===== src/rtl/sonar_echo_emu.sv =====
// ============================================================================
// sonar_echo_emu : ultrasonic ranger stand-in, answers a trigger with an echo
//                  pulse of width distance * CYCLES_PER_INCH clocks.
// Revision: 1.0
// ============================================================================
`default_nettype none

module sonar_echo_emu #(
  parameter int unsigned CYCLES_PER_INCH   = 14700,
  parameter int unsigned TRIG_MIN_CYCLES   = 1000,
  parameter int unsigned ECHO_DELAY_CYCLES = 5000,
  parameter int unsigned HOLDOFF_CYCLES    = 100000,
  parameter int unsigned MIN_INCHES        = 6,
  parameter int unsigned MAX_INCHES        = 254
) (
  input  logic       clk,
  input  logic       rst,
  input  logic       trig_in,
  input  logic [8:0] distance_in,
  output logic       echo_out,
  output logic       busy,
  output logic       trig_short,
  output logic [8:0] dist_latched
);

  typedef enum logic [2:0] {
    IDLE    = 3'd0,
    TRIG    = 3'd1,
    DELAY   = 3'd2,
    ECHO    = 3'd3,
    HOLDOFF = 3'd4
  } state_t;

  localparam logic [15:0] WIDTH_MAX  = 16'hFFFF;
  localparam logic [31:0] TRIG_MIN   = 32'(TRIG_MIN_CYCLES);
  localparam logic [31:0] DELAY_LAST = 32'(ECHO_DELAY_CYCLES) - 32'd1;
  localparam logic [31:0] HOLD_LAST  = 32'(HOLDOFF_CYCLES) - 32'd1;
  localparam logic [31:0] CPI        = 32'(CYCLES_PER_INCH);
  localparam logic [8:0]  MIN_D      = 9'(MIN_INCHES);
  localparam logic [8:0]  MAX_D      = 9'(MAX_INCHES);

  state_t      state;
  logic        trig_meta;
  logic        trig_s;
  logic        trig_q;
  logic        trig_rise;
  logic        trig_fall;
  logic [15:0] width_cnt;
  logic [31:0] delay_cnt;
  logic [31:0] echo_cnt;
  logic [31:0] echo_len;
  logic [31:0] hold_cnt;
  logic [8:0]  dist_clamped;

  always_ff @(posedge clk or negedge rst) begin
    if (!rst) begin
      trig_meta <= 1'b0;
      trig_s    <= 1'b0;
      trig_q    <= 1'b0;
    end else begin
      trig_meta <= trig_in;
      trig_s    <= trig_meta;
      trig_q    <= trig_s;
    end
  end

  assign trig_rise = trig_s & ~trig_q;
  assign trig_fall = ~trig_s & trig_q;

  always_comb begin
    dist_clamped = distance_in;
    if (distance_in < MIN_D) begin
      dist_clamped = MIN_D;
    end else if (distance_in > MAX_D) begin
      dist_clamped = MAX_D;
    end
  end

  always_ff @(posedge clk or negedge rst) begin
    if (!rst) begin
      state        <= IDLE;
      echo_out     <= 1'b0;
      busy         <= 1'b0;
      trig_short   <= 1'b0;
      dist_latched <= MIN_D;
      width_cnt    <= 16'd0;
      delay_cnt    <= 32'd0;
      echo_cnt     <= 32'd0;
      echo_len     <= 32'd0;
      hold_cnt     <= 32'd0;
    end else begin
      trig_short <= 1'b0;
      case (state)
        IDLE: begin
          if (trig_rise) begin
            // The rise cycle itself is the first high cycle of the pulse.
            width_cnt <= 16'd1;
            busy      <= 1'b1;
            state     <= TRIG;
          end
        end

        TRIG: begin
          if (trig_fall) begin
            if ({16'd0, width_cnt} >= TRIG_MIN) begin
              dist_latched <= dist_clamped;
              echo_len     <= {23'd0, dist_clamped} * CPI;
              delay_cnt    <= 32'd0;
              state        <= DELAY;
            end else begin
              trig_short <= 1'b1;
              busy       <= 1'b0;
              state      <= IDLE;
            end
          end else if (trig_s && (width_cnt != WIDTH_MAX)) begin
            width_cnt <= width_cnt + 16'd1;
          end
        end

        DELAY: begin
          if (delay_cnt == DELAY_LAST) begin
            echo_cnt <= 32'd0;
            echo_out <= 1'b1;
            state    <= ECHO;
          end else begin
            delay_cnt <= delay_cnt + 32'd1;
          end
        end

        ECHO: begin
          if (echo_cnt == echo_len - 32'd1) begin
            echo_out <= 1'b0;
            hold_cnt <= 32'd0;
            state    <= HOLDOFF;
          end else begin
            echo_cnt <= echo_cnt + 32'd1;
          end
        end

        HOLDOFF: begin
          if (hold_cnt == HOLD_LAST) begin
            busy  <= 1'b0;
            state <= IDLE;
          end else begin
            hold_cnt <= hold_cnt + 32'd1;
          end
        end

        default: begin
          echo_out <= 1'b0;
          busy     <= 1'b0;
          state    <= IDLE;
        end
      endcase
    end
  end

endmodule

`default_nettype wire


===== config.mk =====
export PLATFORM = sky130hd
export DESIGN_NAME = sonar_echo_emu
export DESIGN_NICKNAME = d
export VERILOG_FILES = /design/src/rtl/sonar_echo_emu.sv
export SDC_FILE = /design/constraint.sdc
export NUM_CORES = 1
export LEC_CHECK = 0
export ABC_AREA = 1
export CORE_UTILIZATION = 50
export DETAILED_ROUTE_END_ITERATION = 12
export PLACE_DENSITY = 0.64
export SYNTH_ARGS = -nofsm -noshare
export SYNTH_HDL_FRONTEND = slang
export SYNTH_SLANG_ARGS = --single-unit

===== constraint.sdc =====
create_clock -name clk -period 2.47 [get_ports clk]
set_input_delay 0.741 -clock clk [delete_from_list [all_inputs] [get_ports clk]]
set_output_delay 0.741 -clock clk [all_outputs]
set_load 0.02 [all_outputs]

Congestion heat map:
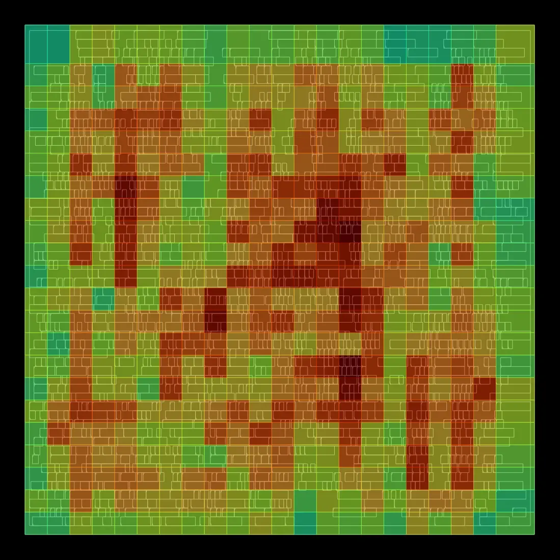
GR Layer Usage met3: 0.03572
Finished Core Util: 0.6663

Port wiring:
(2 px per um)
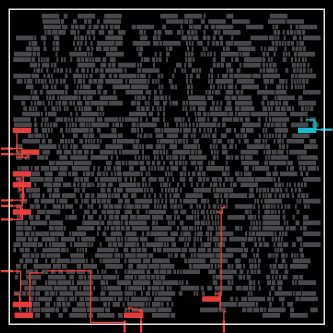
- red: dist_latched (bits 9; direction output; end cells 9; buffers 10; wire 340 um)
- cyan: busy (bits 1; direction output; end cells 1; buffers 1; wire 16.5 um)

M4 wires:
(2 px per um) Supply wires on this layer in grey.
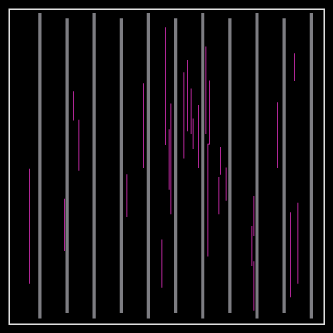
- nets with wire on the layer: 24
- main direction: vertical
- share of all routed wire: 2.6%
- wire length on this layer: 873 um

==> reports/results.txt <==
Most crowded layer after global routing: met2
Worst hold path class: in -> async
Drt first pass iters: 5
Fin area: 15640 um^2
Fin Setup TNS: -29.40 ns
Fmax: 0.2295 GHz
Compound Share, Synth: 0.07128
Cts repair resizes: 79
Clock Skews: 0.01540 ns
Die width: 156.7 um
Total gr overflow: 0
I/O Pins: 24
Routed wire length: 33990 um
GR met2 Demand/Resource: 0.5094
Slowest Stage Delay on Critical Path: 0.54 ns
WP buf/inv: 11
# nets final: 1933
Fp_density: 0.5100
R2R Path Start: echo_len[3]
Status: finished with violations
Simple share: 0.3272
Routed vias/inst: 5.363
Total die size: 24570 um^2
Final WS setup: -1.888 ns
Tcrit/Tclk final: 1.764
Crit path depth: 27
Ys cells: 1655
Slew margin rel.: 0.6165
Startpoint Class: input pin
Top logic family: simple AND/OR/NAND/NOR gates
Fin. max-slew vios: 0
Post-route DRC: 0
Cell Count, Final, Fillers Out: 2154
CTS Hold Bufs: 0
TritonCTS clock tree: done
CP Data Required Time: 2.80 ns
Crit. Startpoint: distance_in[6]
Xor+xnor area frac: 0.07316
Top cells by area: dfrtp_1 (31%), nand2_1 (14%), inv_1 (7.2%)
Synth Register Bits: 150
Commonest cells in the netlist: nand2_1 (446), inv_1 (229), nor2_1 (168)
Tool Warnings: 37
Depth of the CTS H-tree: 4
Arr. time, crit path: 4.68 ns
Placed inst area: 13800 um^2
R2R cell count: 18
Final Wtd Congestion: 0.9562
CP top delay family: adder cells
Critical Path Sink Type: flip-flop
CTS root buf: clkbuf_16
CTS sink cnt: 150
Max VDD drop: 0.4853 mV
Worst-path maximum fanout: 4
GRT met1 Usage: 0.3430
Dominant cell type by area after synthesis: dfrtp_1
Pwr/cell area: 650.1 nW/um^2
Setup violators final: 62
Violations in the final reports: negative setup slack
Initial antenna violation count: 0
Hold WS: 0.2369 ns
Layout cells sized above 1: 0.2458
Critical path class: in -> reg
Cell Count Post-Placement: 2080
Post-Syn Area: 11970 um^2
Leak Pwr: 0.006787 uW
Mux area share: 0
Post-synthesis cell type count: 48
Placement density heat map:
(2 px per um) The die is cut into 16 by 16 equal tiles; dark blue is low, red is high, 0 to 100% covered.
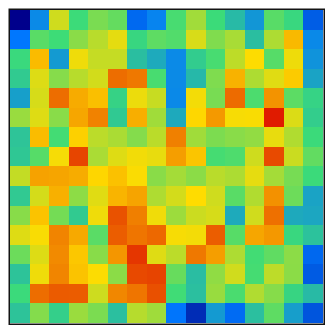
- mean over tiles: 62%
- nearly empty tiles: 0.40%
- fullest tile: 97%
- tiles over 75% full: 24%

Clock wires, drivers and flops:
(2 px per um)
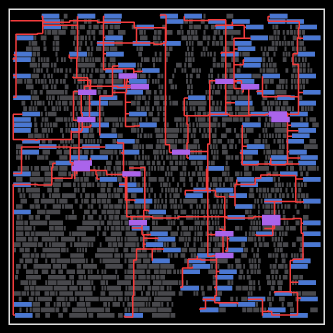
- purple: clock drivers (count 17)
- blue: flip-flops (count 150)
- red: clock wires (length 2280 um)
- routed clock nets: 18

-- report_power, final --
| part | internal (uW) | switching, uW | leakage (uW) |
|---|---|---|---|
| Clock | 1410 | 1100 | 0.000255 |
| Combinational | 2650 | 2470 | 0.00460 |
| Sequential | 2500 | 37.8 | 0.00194 |
| Total | 6560 | 3610 | 0.00679 |
-- per-layer routing --
layer  vias up  part of all wire
li1       5704                 -
met1      5518              0.43
met2       269              0.51
met3        60             0.036
met4         0             0.026
met5         -                 0
-- area by class of cell --
class / instances / area (um^2)
clock buffers: 20 / 446.7
flip-flops and latches: 150 / 3760
well taps: 319 / 399.1
clock inverters: 10 / 100.1
fillers: 2047 / 7834
repair buffers: 184 / 1785
inverters: 234 / 893.4
multi-input cells: 1237 / 8254
Power is estimated from default activity; no workload was simulated.
